===== config.mk =====
export PLATFORM = sky130hd
export DESIGN_NAME = seven_segm_decoder_flat
export DESIGN_NICKNAME = d
export VERILOG_FILES = /design/src/rtl/seg7_pkg.sv /design/src/rtl/seven_segm_decoder_if.sv /design/src/rtl/seg7_sync.sv /design/src/rtl/seven_segm_decoder.sv /design/src/flat_wrapper.sv
export SDC_FILE = /design/constraint.sdc
export NUM_CORES = 1
export LEC_CHECK = 0
export CAP_MARGIN = 25
export CORE_MARGIN = 2
export CORE_UTILIZATION = 45
export CTS_CLUSTER_DIAMETER = 150
export DETAILED_ROUTE_END_ITERATION = 12
export GPL_TIMING_DRIVEN = 1
export PLACE_DENSITY_LB_ADDON = 0.2
export SLEW_MARGIN = 20
export SYNTH_ARGS = -nofsm -noshare
export SYNTH_HDL_FRONTEND = slang
export SYNTH_SLANG_ARGS = --single-unit

===== constraint.sdc =====
create_clock -name clk -period 3.3 [get_ports clk]
set_clock_uncertainty 0.2 [all_clocks]
set_input_delay 0.99 -clock clk [delete_from_list [all_inputs] [get_ports clk]]
set_output_delay 0.99 -clock clk [all_outputs]
set_load 0.005 [all_outputs]

===== src/rtl/seg7_pkg.sv =====
// Seven-segment pattern table shared by the encoder and decoder sides of the link.
// Bit order is {a,b,c,d,e,f,g}; a 1 lights the segment.
package seg7_pkg;

  localparam logic [6:0] SEG_0     = 7'h7E;
  localparam logic [6:0] SEG_1     = 7'h30;
  localparam logic [6:0] SEG_2     = 7'h6D;
  localparam logic [6:0] SEG_3     = 7'h79;
  localparam logic [6:0] SEG_4     = 7'h33;
  localparam logic [6:0] SEG_5     = 7'h5B;
  localparam logic [6:0] SEG_6     = 7'h5F;
  localparam logic [6:0] SEG_7     = 7'h70;
  localparam logic [6:0] SEG_8     = 7'h7F;
  localparam logic [6:0] SEG_9     = 7'h73;
  localparam logic [6:0] SEG_A     = 7'h77;
  localparam logic [6:0] SEG_B     = 7'h1F;
  localparam logic [6:0] SEG_C     = 7'h4E;
  localparam logic [6:0] SEG_D     = 7'h3D;
  localparam logic [6:0] SEG_E     = 7'h4F;
  localparam logic [6:0] SEG_F     = 7'h47;
  localparam logic [6:0] SEG_BLANK = 7'h00;

  typedef struct packed {
    logic       legal;
    logic [3:0] nibble;
  } seg7_dec_t;

  function automatic seg7_dec_t seg7_decode(input logic [6:0] pattern);
    seg7_dec_t r;
    r.legal  = 1'b1;
    r.nibble = 4'h0;
    case (pattern)
      SEG_0:   r.nibble = 4'h0;
      SEG_1:   r.nibble = 4'h1;
      SEG_2:   r.nibble = 4'h2;
      SEG_3:   r.nibble = 4'h3;
      SEG_4:   r.nibble = 4'h4;
      SEG_5:   r.nibble = 4'h5;
      SEG_6:   r.nibble = 4'h6;
      SEG_7:   r.nibble = 4'h7;
      SEG_8:   r.nibble = 4'h8;
      SEG_9:   r.nibble = 4'h9;
      SEG_A:   r.nibble = 4'hA;
      SEG_B:   r.nibble = 4'hB;
      SEG_C:   r.nibble = 4'hC;
      SEG_D:   r.nibble = 4'hD;
      SEG_E:   r.nibble = 4'hE;
      SEG_F:   r.nibble = 4'hF;
      default: r.legal  = 1'b0;
    endcase
    return r;
  endfunction

endpackage


===== src/rtl/seven_segm_decoder_if.sv =====
// Segment-in / digit-out bundle of the seven-segment receive side.
interface seven_segm_decoder_if;

  logic [6:0] ssd_leds;
  logic [3:0] digit;
  logic       digit_valid;
  logic       blank;
  logic       pattern_err;
  logic [7:0] err_count;

  modport master (
    output ssd_leds,
    input  digit, digit_valid, blank, pattern_err, err_count
  );

  modport slave (
    input  ssd_leds,
    output digit, digit_valid, blank, pattern_err, err_count
  );

endinterface


===== src/rtl/seg7_sync.sv =====
// Two-flop synchroniser for a bus whose bits only matter once they have settled.
module seg7_sync #(
  parameter int WIDTH = 7
) (
  input  logic             clk,
  input  logic             rst,
  input  logic [WIDTH-1:0] d,
  output logic [WIDTH-1:0] q
);

  logic [WIDTH-1:0] s1;
  logic [WIDTH-1:0] s2;

  // NOTE: registers use non-blocking assignment so s1->s2 forms two stages, not a wire.
  always_ff @(posedge clk or posedge rst) begin
    if (rst) begin
      s1 <= '0;
      s2 <= '0;
    end else begin
      s1 <= d;
      s2 <= s1;
    end
  end

  assign q = s2;

endmodule


===== src/rtl/seven_segm_decoder.sv =====
// Seven-segment receiver: waits for a stable synced pattern, then decodes it once
// into a hex digit, a blank flag, or an illegal-pattern pulse with a saturating count.
module seven_segm_decoder
  import seg7_pkg::*;
#(
  parameter int STABLE_CYCLES = 4,
  parameter int CNT_W         = $clog2(STABLE_CYCLES + 1)
) (
  input logic                 clk,
  input logic                 rst,
  seven_segm_decoder_if.slave bus
);

  localparam logic [0:0] TRACK  = 1'b0;
  localparam logic [0:0] LOCKED = 1'b1;

  // The sample that reveals a change is already the first of the new run.
  localparam logic [CNT_W-1:0] CNT_START = (STABLE_CYCLES > 1) ? CNT_W'(1) : '0;
  localparam logic [CNT_W-1:0] CNT_LOCK  = CNT_W'(STABLE_CYCLES - 1);

  logic [6:0]       synced;
  logic [6:0]       prev;
  logic [0:0]       state;
  logic [CNT_W-1:0] cnt;
  seg7_dec_t        dec;

  logic [3:0] digit;
  logic       digit_valid;
  logic       blank;
  logic       pattern_err;
  logic [7:0] err_count;

  seg7_sync #(.WIDTH(7)) u_sync (
    .clk (clk),
    .rst (rst),
    .d   (bus.ssd_leds),
    .q   (synced)
  );

  assign dec = seg7_decode(synced);

  always_ff @(posedge clk or posedge rst) begin
    if (rst) begin
      prev        <= '0;
      state       <= TRACK;
      cnt         <= '0;
      digit       <= '0;
      digit_valid <= 1'b0;
      blank       <= 1'b0;
      pattern_err <= 1'b0;
      err_count   <= '0;
    end else begin
      prev        <= synced;
      digit_valid <= 1'b0;
      pattern_err <= 1'b0;
      if (synced != prev) begin
        cnt   <= CNT_START;
        state <= TRACK;
      end else if (state == TRACK) begin
        if (cnt == CNT_LOCK) begin
          state <= LOCKED;
          if (synced == SEG_BLANK) begin
            blank <= 1'b1;
          end else if (dec.legal) begin
            digit       <= dec.nibble;
            digit_valid <= 1'b1;
            blank       <= 1'b0;
          end else begin
            pattern_err <= 1'b1;
            blank       <= 1'b0;
            if (err_count != 8'hFF) err_count <= err_count + 8'd1;
          end
        end else begin
          cnt <= cnt + CNT_W'(1);
        end
      end
    end
  end

  assign bus.digit       = digit;
  assign bus.digit_valid = digit_valid;
  assign bus.blank       = blank;
  assign bus.pattern_err = pattern_err;
  assign bus.err_count   = err_count;

endmodule


===== src/flat_wrapper.sv =====
// flat-port wrapper written by rule: the top's interface ports become plain ports
module seven_segm_decoder_flat import seg7_pkg::*;
#(
  parameter int STABLE_CYCLES = 4,
  parameter int CNT_W         = $clog2(STABLE_CYCLES + 1)
)
  (clk, rst, bus_ssd_leds, bus_digit, bus_digit_valid, bus_blank, bus_pattern_err, bus_err_count);
  seven_segm_decoder_if bus_i ();
  input logic clk;
  input logic rst;
  input wire logic [$bits(bus_i.ssd_leds)-1:0] bus_ssd_leds;
  output wire logic [$bits(bus_i.digit)-1:0] bus_digit;
  output wire logic [$bits(bus_i.digit_valid)-1:0] bus_digit_valid;
  output wire logic [$bits(bus_i.blank)-1:0] bus_blank;
  output wire logic [$bits(bus_i.pattern_err)-1:0] bus_pattern_err;
  output wire logic [$bits(bus_i.err_count)-1:0] bus_err_count;
  assign bus_i.ssd_leds = bus_ssd_leds;
  assign bus_digit = bus_i.digit;
  assign bus_digit_valid = bus_i.digit_valid;
  assign bus_blank = bus_i.blank;
  assign bus_pattern_err = bus_i.pattern_err;
  assign bus_err_count = bus_i.err_count;
  seven_segm_decoder #(.STABLE_CYCLES(STABLE_CYCLES), .CNT_W(CNT_W)) u_core (.clk(clk), .rst(rst), .bus(bus_i));
endmodule

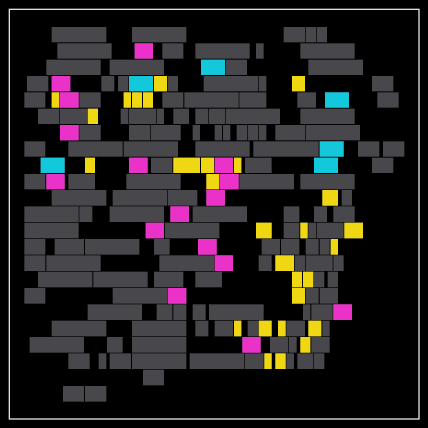
Figure 1: run 1, selected gate families.
Drawn at 6 px/µm.
Key: XOR/XNOR gates = magenta [cells 16, most used xor2_1]; multiplexers = cyan [cells 6, most used mux2_1]; NAND gates = yellow [cells 28]

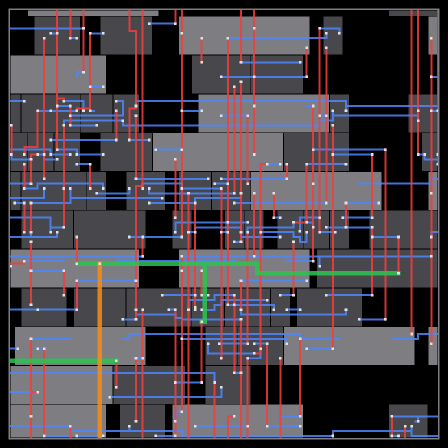
Figure 2: run 1, close-up of the layout.
Window x 19 to 49, y 33 to 63 µm. Cells in gray, sequential cells in the stronger gray; small squares are vias.
Key: metal 1 = blue; metal 2 = red; metal 4 = orange; metal 3 = green
Sequential cells in the window: 12. Netlist names of flops here include `u_core.prev` (4), `u_core.cnt` (3), `u_core.bus.err_count` (2). 56 logic cells have their middle in the window. Most frequent: dfrtp_1 (12), nor2_1 (6), clkdlybuf4s50_1 (4).

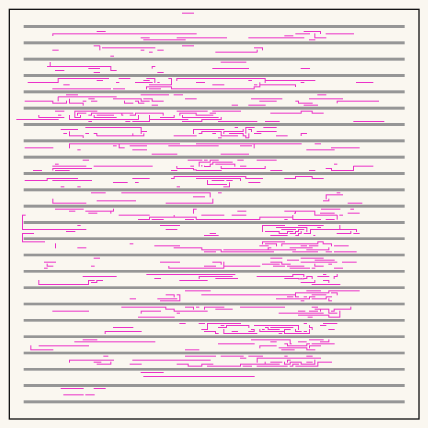
Figure 3: run 1, metal 1.
Drawn at 6 px/µm. Supply wires on this layer in gray.
The longest straight run is 23.9 µm. The wires run mostly horizontal.

==> out/metrics.csv, run 1 <==
stage;metric;value;unit
layout;seq_area;1000;µm²
clock_network;clk_pin_slew;70;ps
clock_network;hold_buffers;0;
run_status;status;complete, no violations;
placement;portBuffers;23;
drt;drt-initial-drc-count;226;
global_route;met3_usage;4.44;%
layout;final_cell_mix;40 x dfrtp_1, 23 x clkdlybuf4s50_1, 10 x xor2_1;
logic_synthesis;logic_family;simple AND/OR/NAND/NOR gates;
layout;nNetsFinal;198;
layout;fin_cells;237;
job;max_cap_viol_count;0;
power_and_ir_drop;p_sw;0.216;mW
worst_setup_path;r2r_slack;430;ps
power_and_ir_drop;p_seq;0.522;mW
power_and_ir_drop;p_comb_share;6.2;%
placement;post-place-ws;459;ps
floorplan;chip_area;4630;µm²
worst_setup_path;worstSetupPathDepth;6;
sta;slew_headroom;62.2;%
layout;mi_logic_area;791;µm²
clock_network;clock_tree.root_cell;clkbuf_8;
drt;wl_met1;1540;µm
==> run 2: changes to the inputs <==
ABC_CLOCK_PERIOD_IN_PS = 3300   (was unset)
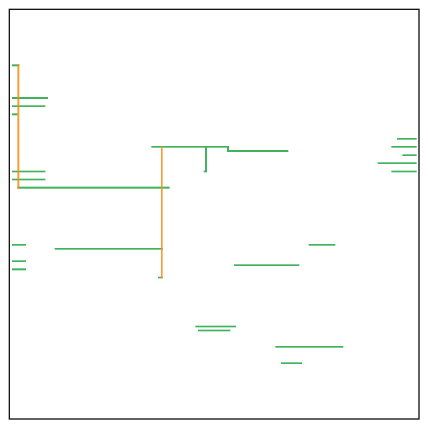
Figure 4: run 2, wiring by layer.
Drawn at 6 px/µm. Two of the layers only.
Key: metal 4 = orange [wire length 42.2 µm]; metal 3 = green [wire length 160 µm]

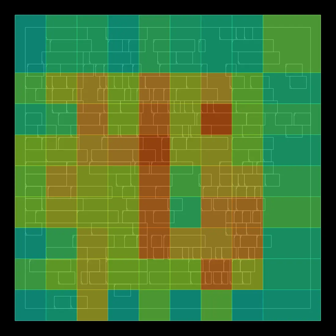
Figure 5: run 2, congestion heat map.
Top Usage Layer GRT: met2
wire length per cell: 14.6 µm
Global Route met3 Usage: 4.44%
Layout Utilization: 56.2%

==> run 2 against run 1 <==
Clock power is essentially flat. Utilization unchanged. Total power did not move. Hold slack stayed put. Synthesized cell count stayed put. Highest routed layer unchanged.
==> out/metrics.csv, run 2 <==
stage;metric;value;unit;change
run_status;status;complete, no violations;;unchanged
clock_network;hold_buffers;0;;unchanged
worst_setup_path;path_max_fanout;13;;unchanged
placement;portBuffers;23;;unchanged
drt;wl_met1;1540;µm;unchanged
worst_setup_path;critPathCapture;u_core.bus.err_count[1];;unchanged
worst_setup_path;worstSetupPathDepth;6;;unchanged
power_and_ir_drop;p_sw;0.216;mW;unchanged
layout;fin_cells;237;;unchanged
clock_network;h-tree-depth;2;;unchanged
power_and_ir_drop;p_seq;0.522;mW;about the same
worst_setup_path;crit_slowest_cell;or4_1;;unchanged
hold_path;hold_depth;0;;unchanged
drt;route.met2.wl;1720;µm;unchanged
layout;final_cell_mix;40 x dfrtp_1, 23 x clkdlybuf4s50_1, 10 x xor2_1;;unchanged
placement;post-place-ws;459;ps;unchanged
hold_path;holdCritStartpoint;u_core.u_sync.s1[3];;unchanged
sta;slew_headroom;62.2;%;unchanged
power_and_ir_drop;p_comb_share;6.2;%;about the same
worst_setup_path;arrival;2840;ps;about the same
layout;n_all_buffers;25;;unchanged
worst_setup_path;r2r_slack;430;ps;about the same
layout;nNetsFinal;198;;unchanged
power_and_ir_drop;p_clk_share;40.0;%;about the same
clock_network;clk_pin_slew;70;ps;about the same
logic_synthesis;synth_cell_type_count;45;;unchanged
drt;drt-initial-drc-count;226;;unchanged
clock_network;cts_made_buffers;5;;unchanged
clock_network;post_cts_buffers;0;;unchanged
job;max_cap_viol_count;0;;unchanged
layout;seq_area;1000;µm²;unchanged
clock_network;clock_tree.root_cell;clkbuf_8;;unchanged
global_route;grt_overflow_total;0;;unchanged
floorplan;chip_area;4630;µm²;unchanged
==> run 3: changes to the inputs <==
PLACE_DENSITY = 0.77   (was unset)
PLACE_DENSITY_LB_ADDON = unset   (was 0.2)
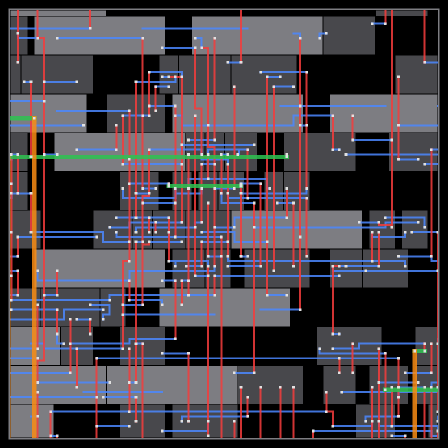
Figure 6: run 3, close-up of the layout.
Window x 19 to 49, y 33 to 63 µm. Cells in gray, sequential cells in the stronger gray; small squares are vias.
Key: metal 2 = red; metal 3 = green; metal 4 = orange; metal 1 = blue
Netlist names of flops here include `u_core.cnt` (3), `u_core.bus.digit` (2), `u_core.bus.err_count` (2). 55 logic cells have their middle in the window. Sequential cells in the window: 11. Most frequent: dfrtp_1 (11), nor2_1 (5).

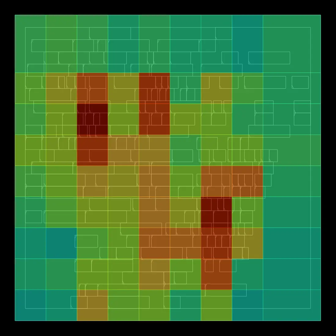
Figure 7: run 3, congestion heat map.
Global Route met2 Usage: 26.8%
wire length per cell: 14.4 µm
Total GRT Usage: 17.6%
met1 Usage GRT: 22.9%
Layout Utilization: 55.8%

==> run 3 against run 2 <==
Fmax up 2.1%. Global-route usage up 0.55 points. Final cell count did not move. Total power is 6.8% lower. Routed wire length is 1.7% lower. Critical path depth unchanged. Die size stayed put. Critical path type unchanged.
==> out/metrics.csv, run 3 <==
stage;metric;value;unit;change
drt;route.met2.wl;1670;µm;was 1720 µm
clock_network;clock_tree.root_cell;clkbuf_8;;unchanged
layout;final_cell_mix;40 x dfrtp_1, 23 x clkdlybuf4s50_1, 10 x xor2_1;;unchanged
global_route;grt_overflow_total;0;;unchanged
clock_network;h-tree-depth;2;;unchanged
clock_network;cts_made_buffers;5;;unchanged
worst_setup_path;arrival;2780;ps;was 2840 ps
drt;wl_met1;1530;µm;was 1540 µm
clock_network;hold_buffers;0;;unchanged
power_and_ir_drop;p_clk_share;35.8;%;was 40.0%
hold_path;hold_depth;0;;unchanged
global_route;busiest_layer;met2;;unchanged
worst_setup_path;crit_slowest_cell;or4_1;;unchanged
placement;post-place-ws;505;ps;was 459 ps
logic_synthesis;logic_family;simple AND/OR/NAND/NOR gates;;unchanged
layout;buffer_area_share;11.1;%;was 11.0%
power_and_ir_drop;p_seq;0.522;mW;about the same
logic_synthesis;common_cells;40 x dfrtp_1, 10 x xor2_1, 8 x nand2_1, 8 x nand3_1, 8 x nor2_1;;unchanged
floorplan;chip_area;4630;µm²;unchanged
sta;slew_headroom;64.8;%;was 62.2%
layout;fin_cells;237;;unchanged
worst_setup_path;worstSetupPathDepth;6;;unchanged
global_route;met3_usage;4.77;%;was 4.44%
clock_network;clk_pin_slew;70;ps;about the same
run_status;status;complete, no violations;;unchanged
hold_path;holdCritStartpoint;u_core.u_sync.s1[5];;was u_core.u_sync.s1[3]
logic_synthesis;synth_cell_type_count;45;;unchanged
placement;portBuffers;23;;unchanged
layout;seq_area;1000;µm²;unchanged
layout;nNetsFinal;198;;unchanged
worst_setup_path;critPathCapture;u_core.bus.err_count[1];;unchanged
job;max_cap_viol_count;0;;unchanged
layout;mi_logic_area;791;µm²;unchanged
drt;drt-initial-drc-count;174;;was 226
layout;n_all_buffers;25;;unchanged
Power is estimated from default activity; no workload was simulated.
